Sequential cells colored by netlist name:
(6 px per um) Other sequential cells in the stronger gray, the rest of the logic in the fainter gray.
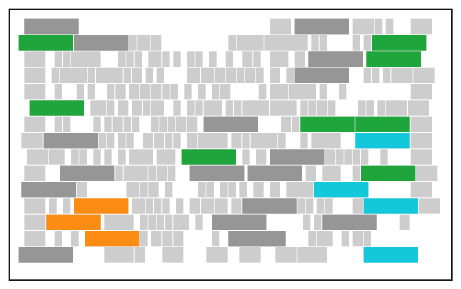
Drive-strength map:
(8 px per um)
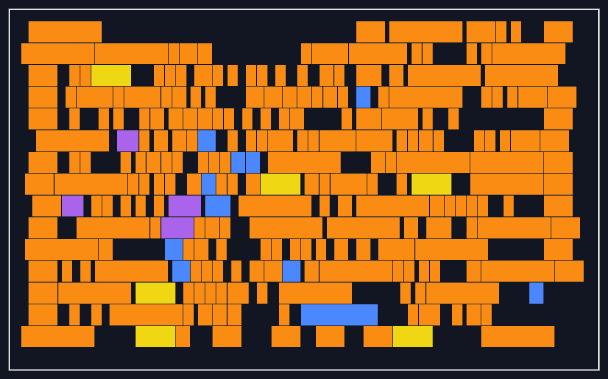
[src/rtl/carregador_programa_if.sv]
// Byte-stream and RAM-programming signal bundle between host, loader and SAP-1 RAM/MAR.
interface carregador_programa_if #(
    parameter int unsigned ADDR_W = 4,
    parameter int unsigned DATA_W = 8
);
    logic              iniciar;
    logic [DATA_W-1:0] byte_in;
    logic              byte_valid;
    logic              byte_ready;
    logic              run_prog;
    logic              leitura_escrita;
    logic              ce;
    logic [ADDR_W-1:0] addr;
    logic [DATA_W-1:0] data_out;
    logic              done;
    logic              erro;

    modport master (
        input  iniciar, byte_in, byte_valid,
        output byte_ready, run_prog, leitura_escrita, ce, addr, data_out, done, erro
    );

    modport slave (
        output iniciar, byte_in, byte_valid,
        input  byte_ready, run_prog, leitura_escrita, ce, addr, data_out, done, erro
    );
endinterface

[src/rtl/carregador_programa.sv]
// SAP-1 program loader: streams N_WORDS bytes into RAM with a setup/write/hold strobe
// sequence, verifies an optional mod-256 checksum, then releases the CPU to execute mode.
module carregador_programa #(
    parameter int unsigned ADDR_W      = 4,
    parameter int unsigned DATA_W      = 8,
    parameter int unsigned N_WORDS     = 16,
    parameter bit          CHECKSUM_EN = 1'b1
) (
    input logic                   CLK,
    input logic                   CLR,
    carregador_programa_if.master bus
);
    localparam int unsigned LAST = N_WORDS - 1;

    typedef enum logic [2:0] {
        IDLE, RECV, SETUP, WRITE, HOLD, CHK, DONE, ERRO
    } state_t;

    state_t            state_q, state_nxt;
    logic [ADDR_W-1:0] cnt_q, cnt_nxt;
    logic [DATA_W-1:0] acc_q, acc_nxt;
    logic [ADDR_W-1:0] addr_q, addr_nxt;
    logic [DATA_W-1:0] data_q, data_nxt;
    logic              byte_ready_q, run_prog_q, le_q, ce_q, done_q, erro_q;
    logic              xfer_c;

    assign xfer_c = bus.byte_valid && byte_ready_q;

    // Next state and datapath updates
    always_comb begin
        state_nxt = state_q;
        cnt_nxt   = cnt_q;
        acc_nxt   = acc_q;
        addr_nxt  = addr_q;
        data_nxt  = data_q;
        case (state_q)
            IDLE, DONE, ERRO: begin
                if (bus.iniciar) begin
                    cnt_nxt   = '0;
                    acc_nxt   = '0;
                    state_nxt = RECV;
                end
            end
            RECV: begin
                if (xfer_c) begin
                    data_nxt  = bus.byte_in;
                    addr_nxt  = cnt_q;
                    acc_nxt   = acc_q + bus.byte_in;
                    state_nxt = SETUP;
                end
            end
            SETUP: state_nxt = WRITE;
            WRITE: state_nxt = HOLD;
            HOLD: begin
                if (cnt_q != ADDR_W'(LAST)) begin
                    cnt_nxt   = cnt_q + ADDR_W'(1);
                    state_nxt = RECV;
                end else if (CHECKSUM_EN) begin
                    state_nxt = CHK;
                end else begin
                    state_nxt = DONE;
                end
            end
            CHK: begin
                if (xfer_c) begin
                    state_nxt = (bus.byte_in == acc_q) ? DONE : ERRO;
                end
            end
            default: state_nxt = IDLE;
        endcase
    end

    // State, datapath and outputs, all registered from the next state
    always_ff @(posedge CLK or negedge CLR) begin
        if (!CLR) begin
            state_q      <= IDLE;
            cnt_q        <= '0;
            acc_q        <= '0;
            addr_q       <= '0;
            data_q       <= '0;
            byte_ready_q <= 1'b0;
            run_prog_q   <= 1'b0;
            le_q         <= 1'b1;
            ce_q         <= 1'b0;
            done_q       <= 1'b0;
            erro_q       <= 1'b0;
        end else begin
            state_q      <= state_nxt;
            cnt_q        <= cnt_nxt;
            acc_q        <= acc_nxt;
            addr_q       <= addr_nxt;
            data_q       <= data_nxt;
            byte_ready_q <= (state_nxt == RECV) || (state_nxt == CHK);
            run_prog_q   <= (state_nxt == DONE);
            le_q         <= (state_nxt != WRITE);
            ce_q         <= (state_nxt == SETUP) || (state_nxt == WRITE) || (state_nxt == HOLD);
            done_q       <= (state_nxt == DONE);
            erro_q       <= (state_nxt == ERRO);
        end
    end

    assign bus.byte_ready      = byte_ready_q;
    assign bus.run_prog        = run_prog_q;
    assign bus.leitura_escrita = le_q;
    assign bus.ce              = ce_q;
    assign bus.addr            = addr_q;
    assign bus.data_out        = data_q;
    assign bus.done            = done_q;
    assign bus.erro            = erro_q;
endmodule
[src/flat_wrapper.sv]
// flat-port wrapper written by rule: the top's interface ports become plain ports
module carregador_programa_flat 
#(
    parameter int unsigned ADDR_W      = 4,
    parameter int unsigned DATA_W      = 8,
    parameter int unsigned N_WORDS     = 16,
    parameter bit          CHECKSUM_EN = 1'b1
)
  (CLK, CLR, bus_iniciar, bus_byte_in, bus_byte_valid, bus_byte_ready, bus_run_prog, bus_leitura_escrita, bus_ce, bus_addr, bus_data_out, bus_done, bus_erro);
  carregador_programa_if #(.ADDR_W(ADDR_W), .DATA_W(DATA_W)) bus_i ();
  input logic CLK;
  input logic CLR;
  input wire logic [$bits(bus_i.iniciar)-1:0] bus_iniciar;
  input wire logic [$bits(bus_i.byte_in)-1:0] bus_byte_in;
  input wire logic [$bits(bus_i.byte_valid)-1:0] bus_byte_valid;
  output wire logic [$bits(bus_i.byte_ready)-1:0] bus_byte_ready;
  output wire logic [$bits(bus_i.run_prog)-1:0] bus_run_prog;
  output wire logic [$bits(bus_i.leitura_escrita)-1:0] bus_leitura_escrita;
  output wire logic [$bits(bus_i.ce)-1:0] bus_ce;
  output wire logic [$bits(bus_i.addr)-1:0] bus_addr;
  output wire logic [$bits(bus_i.data_out)-1:0] bus_data_out;
  output wire logic [$bits(bus_i.done)-1:0] bus_done;
  output wire logic [$bits(bus_i.erro)-1:0] bus_erro;
  assign bus_i.iniciar = bus_iniciar;
  assign bus_i.byte_in = bus_byte_in;
  assign bus_i.byte_valid = bus_byte_valid;
  assign bus_byte_ready = bus_i.byte_ready;
  assign bus_run_prog = bus_i.run_prog;
  assign bus_leitura_escrita = bus_i.leitura_escrita;
  assign bus_ce = bus_i.ce;
  assign bus_addr = bus_i.addr;
  assign bus_data_out = bus_i.data_out;
  assign bus_done = bus_i.done;
  assign bus_erro = bus_i.erro;
  carregador_programa #(.ADDR_W(ADDR_W), .DATA_W(DATA_W), .N_WORDS(N_WORDS), .CHECKSUM_EN(CHECKSUM_EN)) u_core (.CLK(CLK), .CLR(CLR), .bus(bus_i));
endmodule
[config.mk]
export PLATFORM = sky130hd
export DESIGN_NAME = carregador_programa_flat
export DESIGN_NICKNAME = d
export VERILOG_FILES = /design/src/rtl/carregador_programa_if.sv /design/src/rtl/carregador_programa.sv /design/src/flat_wrapper.sv
export SDC_FILE = /design/constraint.sdc
export NUM_CORES = 1
export LEC_CHECK = 0
export ABC_AREA = 1
export ABC_CLOCK_PERIOD_IN_PS = 4000
export CORE_ASPECT_RATIO = 0.6
export CORE_UTILIZATION = 56
export CTS_CLUSTER_SIZE = 10
export DETAILED_ROUTE_END_ITERATION = 7
export GPL_TIMING_DRIVEN = 0
export PLACE_DENSITY = 0.94
export SYNTH_ARGS = -nofsm -noshare
export SYNTH_HDL_FRONTEND = slang
export SYNTH_SLANG_ARGS = --single-unit
[constraint.sdc]
create_clock -name CLK -period 4 [get_ports CLK]
set_input_delay 0.6 -clock CLK [delete_from_list [all_inputs] [get_ports CLK]]
set_output_delay 0.6 -clock CLK [all_outputs]
set_load 0.02 [all_outputs]
==> impl_metrics.csv <==
group,metric,value,unit
outcome,status,"finished, final reports clean",
cts,tritoncts.num_buffers,5,
hold_path,hold_class,"in -> async",
sta,postLayoutSetupSlackWorst,1.988,ns
sta,fmax,496.9,MHz
grt,grt_antenna_before_repair,0,
sta,hold_viol,0,
layout,diodes,0,
die,design.die.area,3300,sq um
die,floorplan.io_pins,30,
cts,cts_hold_buffers,0,
route,drt-met1-wl,1832,um
sta,worst-slew-pin-transition,0.6957,ns
sta,slew_viol_final,0,
worst_setup_path,setup.reg_to_reg.worst_slack,2.39,ns
die,die_width,73.51,um
cts,clk_pin_slew,0.07,ns
worst_setup_path,crit_slowest_cell,"clkdlybuf4s50_1",
layout,final_layout_top_logic_cells,"76 x nand2_1, 31 x dfrtp_1, 29 x inv_1",
synth,synth_sequential_area_ratio,46.69,%
synth,synth-cells-yosys,220,
sta,final-setup-viol-count,0,
sta,period_minus_slack,2.012,ns
layout,postLayoutCoreUtil,74.37,%
worst_setup_path,crit_path_end,"u_core.acc_q[4]$_DFFE_PN0P_",
sta,timing.slew.headroom,53.62,%
die,rows,15,
grt,met3_usage,9.821,%
pwr,ir_drop,0.5103,mV
grt,grt_pass1_wl,6175,um
layout,proportion_of_layout_cells_with_a_drive_suffix_above_1,8.171,%
synth,post_synth_inst_count,220,
synth,fa_ha_area_share,6.992,%
worst_setup_path,critPathKind,"in -> reg",
worst_setup_path,path_cells,"clkdlybuf4s50_1, ha_1, fa_1, nand3_1, nand3_1, xnor2_1, o21ai_1",
sta,finalCritPeriodShare,50.31,%
route,vias,1528,
worst_setup_path,worstReg2RegEnd,"u_core.acc_q[4]$_DFFE_PN0P_",
placed_design,post-place-ws,1.684,ns
route,drt-initial-drc-count,132,
worst_setup_path,r2r_start,"u_core.acc_q[0]$_DFFE_PN0P_",
grt,vias_in_the_first_global_route,1371,
route,viasPerCell,5.110,
run,cap_viol_max_count,0,
route,routed_wirelength,3864,um
route,drt_first_pass_iters,4,
synth,synth_xor_xnor_area_share,2.039,%
synth,logic_family,"simple AND/OR/NAND/NOR gates",
layout,final_common_cell,"nand2_1",
cts,cts_post_setup_buffers_inserted,0,
cts,clk-insertion-delay-late,0.29,ns
worst_setup_path,total_buffers_and_inverters_traversed_by_the_critical_path,1,
synth,synthAoiAreaFrac,6.045,%
route,drcViolationCount,0,
synth,synth_chip_area,1718,sq um
worst_setup_path,data_arrival_critical_path,2.19,ns
layout,fillCellCount,225,
worst_setup_path,cp.required,4.18,ns
synth,mappedNetlistArea,1718,sq um
worst_setup_path,critPathCaptureType,"flip-flop",
die,core_area,2890,sq um
route,antenna_violating_nets_post_route,0,
synth,synthSimpleGateAreaFrac,30.30,%
route,met3RoutedLength,266,um
synth,yosys.cell_types.count,22,
cts,cts_root_buffer,"clkbuf_8",
run,stage_log_warnings,26,
grt,groute.usage.overall,26.64,%
route,wl_per_cell,12.92,um
grt,pin_count_of_the_biggest_net_entering_global_routing,33,
worst_setup_path,critical_path.startpoint_type,"input port",
route,highest_layer,"met4",
grt,busiest_layer,"met2",
cts,cts.sink_count,32,
worst_setup_path,reg2regPathDepth,6,
worst_setup_path,crit_start,"bus_byte_in[0]",
layout,area_growth,25.13,%
cts,cts_tree,"yes",
grt,grt_util_met2,42.57,%
synth,syn_area_per_cell,7.809,sq um
cts,postCtsResizedCells,0,
synth,count_of_yosys_warnings_during_synthesis,0,
worst_setup_path,max_stage_delay,0.45,ns
cts,cts.path.max_buffers,2,
pwr,p_per_area,703.2,nW/um^2
## Picture notes: 'sequential cells colored by netlist name'
`u_core.bus.addr` -> cyan  # sequential cells 4
`u_core.bus.data_out` -> green  # sequential cells 8
`u_core.state_q` -> orange  # sequential cells 3
not colored = 17

## Picture notes: 'drive-strength map'
_3 and _4 cells -> purple  # cells 4, share 1.6%, most used nor2_4
_2 cells -> blue  # cells 11, share 4.3%, most used buf_2
_6 and larger -> yellow  # cells 6, share 2.3%, most used clkbuf_8
_0 and _1 cells -> orange  # cells 236, share 92%, most used nand2_1

sequential cells by signal (all words and copies together) (netlist names):
register and count:
u_core.acc_q 8, u_core.bus.byte_ready 1, u_core.bus.ce 1, u_core.cnt_q 4, u_core.bus.leitura_escrita 1, u_core.bus.data_out 8, u_core.bus.erro 1, u_core.bus.done 1
u_core.bus.addr 4, u_core.state_q 3
logic make-up (layout without fill, tap and decap cells):
group	after synthesis	in the layout
fa+ha+maj	9	9
flops	32	32
simple gates	122	122
xor+xnor	4	4
buf+inv	34	71
compound gates	19	19
per-stage QoR:
step	power, W	instances	hold WS, ns	cell area [sq um]
after floorplan	0.0009767	220	0.3044	1718
after global placement	0.001200	291	0.4528	2061
after detailed placement	0.001247	291	0.4576	2061
after CTS	0.001515	299	0.4743	2155
after global routing	0.001615	299	0.3980	2150
final	0.001512	299	0.3461	2150
area by class of cell:
type                            instances  area, sq um  area share [%]
Sequential cell                        32        802.0           37.31
Multi-Input combinational cell        154        779.5           36.26
Timing Repair Buffer                   29        285.3           13.27
Inverter                               29        108.9           5.064
Clock buffer                            7        86.33           4.016
Tap cell                               42        52.55           2.445
Buffer                                  5        27.53           1.281
Clock inverter                          1        7.507          0.3492
where the power goes:
| part | leakage, nW | total (W) | internal (W) | switching [W] |
|---|---|---|---|---|
| combinational | 0.653 | 0.000737 | 0.000287 | 0.000450 |
| sequential | 0.415 | 0.000510 | 0.000437 | 0.0000737 |
| clock | 0.0445 | 0.000264 | 0.000140 | 0.000125 |
synthesized netlist by cell type, drive strengths merged, types with 3 or more instances:
library cell	count	area share [%]
ha	8	5.8
xnor2	3	1.5
nand2	79	18
buf	5	1.6
dfrtp	31	45
nand4	5	1.8
o21ai	12	3.7
a21oi	5	1.5
nand3	20	5.8
nor2	18	5.0
inv	29	6.3
Power is estimated from default activity; no workload was simulated.
